==> src/rtl/dmem_arbiter_pkg.sv <==
`default_nettype none
// ============================================================================
//  Module      : dmem_arbiter_pkg
//  Description : Shared types and default sizing for the data-memory arbiter
//                that sits between the core MEM stage, the debug/loader port
//                and the single-ported data RAM.
//  Revision    : 1.0 - initial release
// ============================================================================
package dmem_arbiter_pkg;

  // Default number of 64-bit words in the shared data RAM.
  localparam int unsigned DMEM_WORDS_DEFAULT    = 1024;

  // Default number of consecutive lost cycles before the debug port wins.
  localparam int unsigned DMEM_MAX_WAIT_DEFAULT = 4;

  // Arbitration priority state.
  typedef enum logic [0:0] {
    CORE_PRI = 1'b0,   // core wins ties, debug starvation is being counted
    DBG_PRI  = 1'b1    // one-cycle window where debug wins ties
  } arb_state_e;

endpackage : dmem_arbiter_pkg
`default_nettype wire

==> src/rtl/dmem_arbiter.sv <==
`default_nettype none
// ============================================================================
//  Module      : dmem_arbiter
//  Description : Two-requester arbiter for the shared 64-bit data RAM.
//                The core normally has priority; a debug requester that loses
//                MAX_WAIT consecutive cycles is given one cycle of priority.
//                Grant is combinational, read return is one cycle later and is
//                steered to the owner that issued it. Accesses whose address
//                exceeds the RAM are suppressed, flagged on err, and read as 0.
//  Revision    : 1.0 - initial release
// ============================================================================
module dmem_arbiter
  import dmem_arbiter_pkg::*;
#(
  parameter int unsigned WORDS    = DMEM_WORDS_DEFAULT,
  parameter int unsigned MAX_WAIT = DMEM_MAX_WAIT_DEFAULT
) (
  input  logic                     clk,
  input  logic                     rst,
  // core MEM-stage requester
  input  logic                     c_req,
  input  logic                     c_we,
  input  logic [63:0]              c_addr,
  input  logic [63:0]              c_wdata,
  output logic                     c_stall,
  output logic                     c_rvalid,
  // debug / loader requester
  input  logic                     d_req,
  input  logic                     d_we,
  input  logic [63:0]              d_addr,
  input  logic [63:0]              d_wdata,
  output logic                     d_gnt,
  output logic                     d_rvalid,
  // shared read data
  output logic [63:0]              rdata,
  // RAM port
  output logic                     m_en,
  output logic                     m_we,
  output logic [$clog2(WORDS)-1:0] m_addr,
  output logic [63:0]              m_wdata,
  input  logic [63:0]              m_rdata,
  // out-of-range access flag
  output logic                     err
);

  // Word-index width and wait-counter width.
  localparam int unsigned   AW       = $clog2(WORDS);
  localparam int unsigned   CW       = (MAX_WAIT < 1) ? 1 : $clog2(MAX_WAIT + 1);
  localparam logic [CW-1:0] WAIT_SAT = CW'(MAX_WAIT);

  // Registered state
  arb_state_e    state_q, state_d;
  logic [CW-1:0] wait_q,  wait_d;
  logic          c_rvalid_q;
  logic          d_rvalid_q;
  logic          rd_ok_q;     // pending read was in range, pass RAM data
  logic          err_q;

  // Combinational grant / datapath selection
  logic          w_core_gnt;
  logic          w_dbg_gnt;
  logic          w_any_gnt;
  logic          w_sel_we;
  logic [63:0]   w_sel_addr;
  logic [63:0]   w_sel_wdata;
  logic          w_in_range;
  logic          unused_addr_lsbs;

  // Grant decision from the current requests and the priority state; nothing
  // is granted while reset is held so the RAM and both requesters stay idle.
  always_comb begin
    w_core_gnt = 1'b0;
    w_dbg_gnt  = 1'b0;
    if (!rst) begin
      if (state_q == CORE_PRI) begin
        w_core_gnt = c_req;
        w_dbg_gnt  = d_req & ~c_req;
      end else begin
        w_dbg_gnt  = d_req;
        w_core_gnt = c_req & ~d_req;
      end
    end
  end

  assign w_any_gnt   = w_core_gnt | w_dbg_gnt;
  assign w_sel_we    = w_dbg_gnt ? d_we    : c_we;
  assign w_sel_addr  = w_dbg_gnt ? d_addr  : c_addr;
  assign w_sel_wdata = w_dbg_gnt ? d_wdata : c_wdata;

  // Any set bit above the word index means the access falls outside the RAM.
  assign w_in_range  = ~|w_sel_addr[63:3+AW];

  // Byte offset within a word is ignored: all accesses are whole words.
  assign unused_addr_lsbs = ^w_sel_addr[2:0];

  // RAM port: enable only for a granted, in-range access.
  assign m_en    = w_any_gnt & w_in_range;
  assign m_we    = m_en & w_sel_we;
  assign m_addr  = w_sel_addr[3 +: AW];
  assign m_wdata = w_sel_wdata;

  // Requester-facing handshakes.
  assign c_stall  = c_req & ~w_core_gnt & ~rst;
  assign d_gnt    = w_dbg_gnt;
  assign c_rvalid = c_rvalid_q;
  assign d_rvalid = d_rvalid_q;
  assign err      = err_q;
  assign rdata    = rd_ok_q ? m_rdata : 64'h0;

  // Next priority state and debug starvation counter. In CORE_PRI the counter
  // tracks consecutive losses and saturates at MAX_WAIT, which hands priority
  // to debug for exactly one cycle before falling back to the core.
  always_comb begin
    state_d = state_q;
    wait_d  = wait_q;
    if (state_q == CORE_PRI) begin
      if (d_req && !w_dbg_gnt) begin
        wait_d = (wait_q == WAIT_SAT) ? WAIT_SAT : wait_q + CW'(1);
      end else begin
        wait_d = '0;
      end
      if (wait_d == WAIT_SAT) begin
        state_d = DBG_PRI;
      end
    end else begin
      state_d = CORE_PRI;
      wait_d  = '0;
    end
  end

  // Arbiter FSM and registered return path: a read granted this cycle raises
  // exactly one owner's rvalid next cycle; a reset drops any read in flight.
  always_ff @(posedge clk or posedge rst) begin
    if (rst) begin
      state_q    <= CORE_PRI;
      wait_q     <= '0;
      c_rvalid_q <= 1'b0;
      d_rvalid_q <= 1'b0;
      rd_ok_q    <= 1'b0;
      err_q      <= 1'b0;
    end else begin
      state_q    <= state_d;
      wait_q     <= wait_d;
      c_rvalid_q <= w_core_gnt & ~c_we;
      d_rvalid_q <= w_dbg_gnt & ~d_we;
      rd_ok_q    <= w_any_gnt & ~w_sel_we & w_in_range;
      err_q      <= w_any_gnt & ~w_in_range;
    end
  end

endmodule : dmem_arbiter
`default_nettype wire

==> config.mk <==
export PLATFORM = sky130hd
export DESIGN_NAME = dmem_arbiter
export DESIGN_NICKNAME = d
export VERILOG_FILES = /design/src/rtl/dmem_arbiter_pkg.sv /design/src/rtl/dmem_arbiter.sv
export SDC_FILE = /design/constraint.sdc
export NUM_CORES = 1
export LEC_CHECK = 0
export CAP_MARGIN = 20
export CORE_AREA = 3 3 182 184
export DETAILED_ROUTE_END_ITERATION = 10
export DIE_AREA = 0 0 185 187
export SLEW_MARGIN = 20
export SYNTH_ARGS = -nofsm -noshare
export SYNTH_HDL_FRONTEND = slang
export SYNTH_SLANG_ARGS = --single-unit
==> constraint.sdc <==
create_clock -name clk -period 3.3 [get_ports clk]
set_clock_uncertainty 0.1 [all_clocks]
set_input_delay 0.99 -clock clk [delete_from_list [all_inputs] [get_ports clk]]
set_output_delay 0.99 -clock clk [all_outputs]
set_load 0.005 [all_outputs]
### Met1 routing

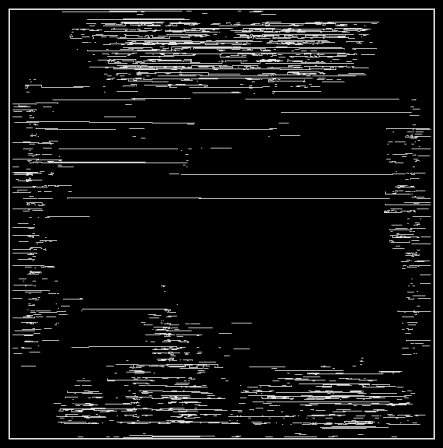
longest straight run = 92.5 µm
main direction = horizontal
nets with wire on the layer = 1052
wire length on this layer = 7930 µm
routed wire length: 19.1 mm
met1 Use GR: 12.7%
vias after detailed routing: 4456

### Signal wires on met2

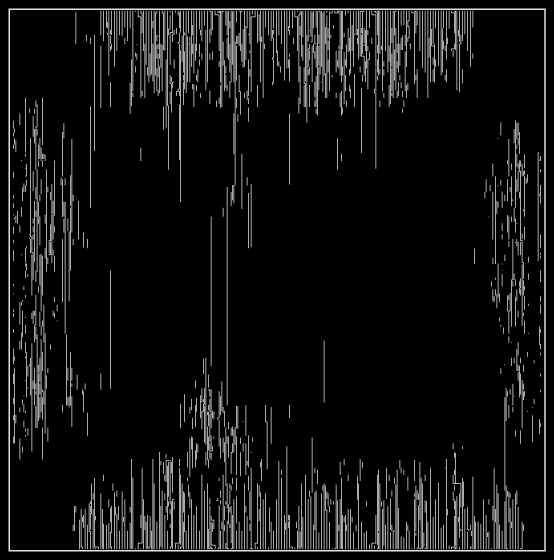
main direction = vertical
nets with wire on the layer = 1012
wire length on this layer = 9750 µm
longest straight run = 75.5 µm
share of all routed wire = 51%
GR met2 Demand/Resource: 18.1%

### Signal wires on met3

Bar = 50 µm. Cells faint in the background.
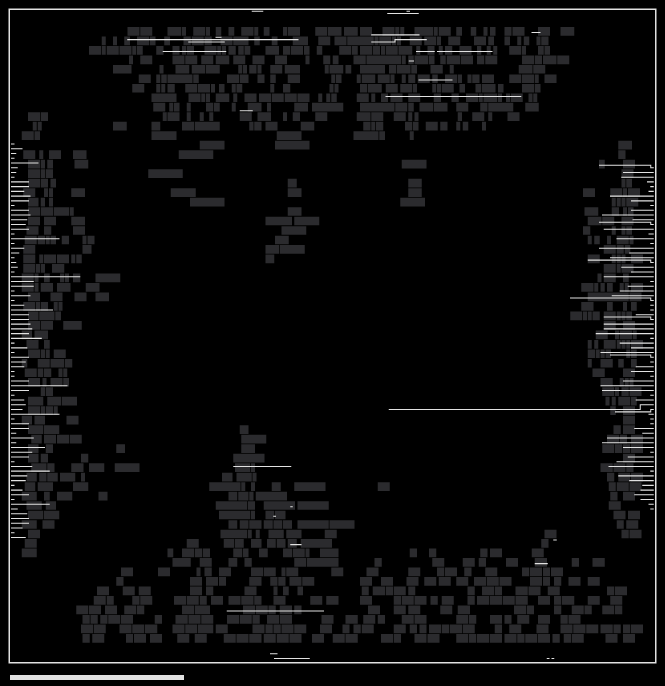
nets with wire on the layer = 176
share of all routed wire = 6.5%
wire length on this layer = 1240 µm
longest straight run = 72.0 µm
met3 Usage GRT: 1.52%

### Met4 routing

Bar = 50 µm.
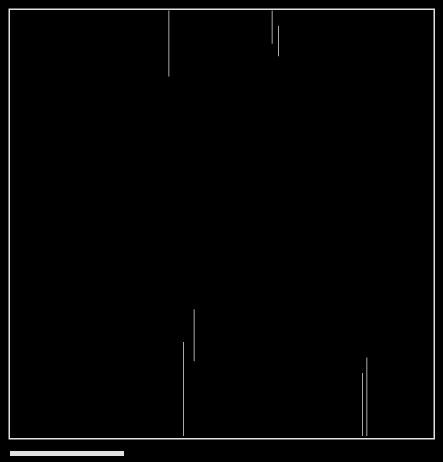
share of all routed wire = 0.94%
wire length on this layer = 180 µm
nets with wire on the layer = 7
longest straight run = 40.8 µm

==> impl_metrics.env <==
# yosys + openroad results
export IMPL_crit_family="simple AND/OR/NAND/NOR gates"
export IMPL_setup_viol=48
export IMPL_ff_count=8
export IMPL_drt_iter0_markers=87
export IMPL_warning_count=35
export IMPL_clk_pin_slew_ns=0.04
export IMPL_comb_area_share_pct=24.2
export IMPL_synthToLayoutAreaGrowth_pct=319
export IMPL_reg2regPathDepth=9
export IMPL_cp_start_kind="input pin"
export IMPL_violations="setup timing"
export IMPL_largest_reg_flops=3
export IMPL_drive_gt1_share_pct=28.4
export IMPL_postCtsHoldBufs=0
export IMPL_cp_required_ns=2.21
export IMPL_inverters=5
export IMPL_yosys_area_share_aoi_pct=2.63
export IMPL_cts_path_max_buffers=2
export IMPL_gp_congestion=0.892
export IMPL_crit_cells=8
export IMPL_drt_pass1_iter_count=4
export IMPL_core_region_area_um2=31600
export IMPL_grt_pass1_wl_mm=27.0
export IMPL_top_register="wait_q"
export IMPL_busiest_layer="met2"
export IMPL_dieArea_um2=34600
export IMPL_power_uw=1070
export IMPL_crit_chain="clkdlybuf4s15_1 -> nor4_1 -> nand2_1 -> nor4_4 -> buf_4 -> a22oi_2 -> nor3_2 -> buf_2"
export IMPL_avgSynthCellArea_um2=5.09
export IMPL_layout_setup_ws_ns=-0.290
export IMPL_buffers=541
export IMPL_num_io_pins=471
export IMPL_yosys_area_um2=1950
export IMPL_port_buffers=464
export IMPL_ff_type="dfrtp_1"
export IMPL_min_delay_start="state_q$_DFF_PP0_"
export IMPL_grt_pass1_vias=4656
export IMPL_status="finished, violations left"
export IMPL_clock_latency_ns=0.23
export IMPL_clkSinkCount=8
export IMPL_seq_area_frac_synth_pct=10.3
export IMPL_worstPathArrival_ns=2.50
[synthesized netlist by cell type (2+ instances only)]
cell type,count,area share (%)
and2_1,64,21
buf_2,6,1.5
clkbuf_1,16,3.1
dfrtp_1,8,10
ha_1,2,1.3
inv_1,3,0.58
inv_2,2,0.39
nand2_1,229,44
nand4_1,4,1.3
nor2_1,7,1.3
nor4_1,26,8.3
or3_1,2,0.64
[what timing repair did]
| item | in CTS | in global routing |
|---|---|---|
| gates cloned | 9 | 1 |
| pin swaps | 53 | 36 |
| setup buffers | 47 | 11 |
| gates resized | 475 | 100 |
| endpoints found under the setup margin | 78 | 74 |
[report_power, final]
part | internal, µW | switching [µW] | leakage, µW
logic | 516 | 243 | 0.00361
clock network | 156 | 45.3 | 0.0000370
registers | 104 | 3.60 | 0.000107
total | 776 | 292 | 0.00375
No activity file was given, so power comes from the tool's default toggle rates.
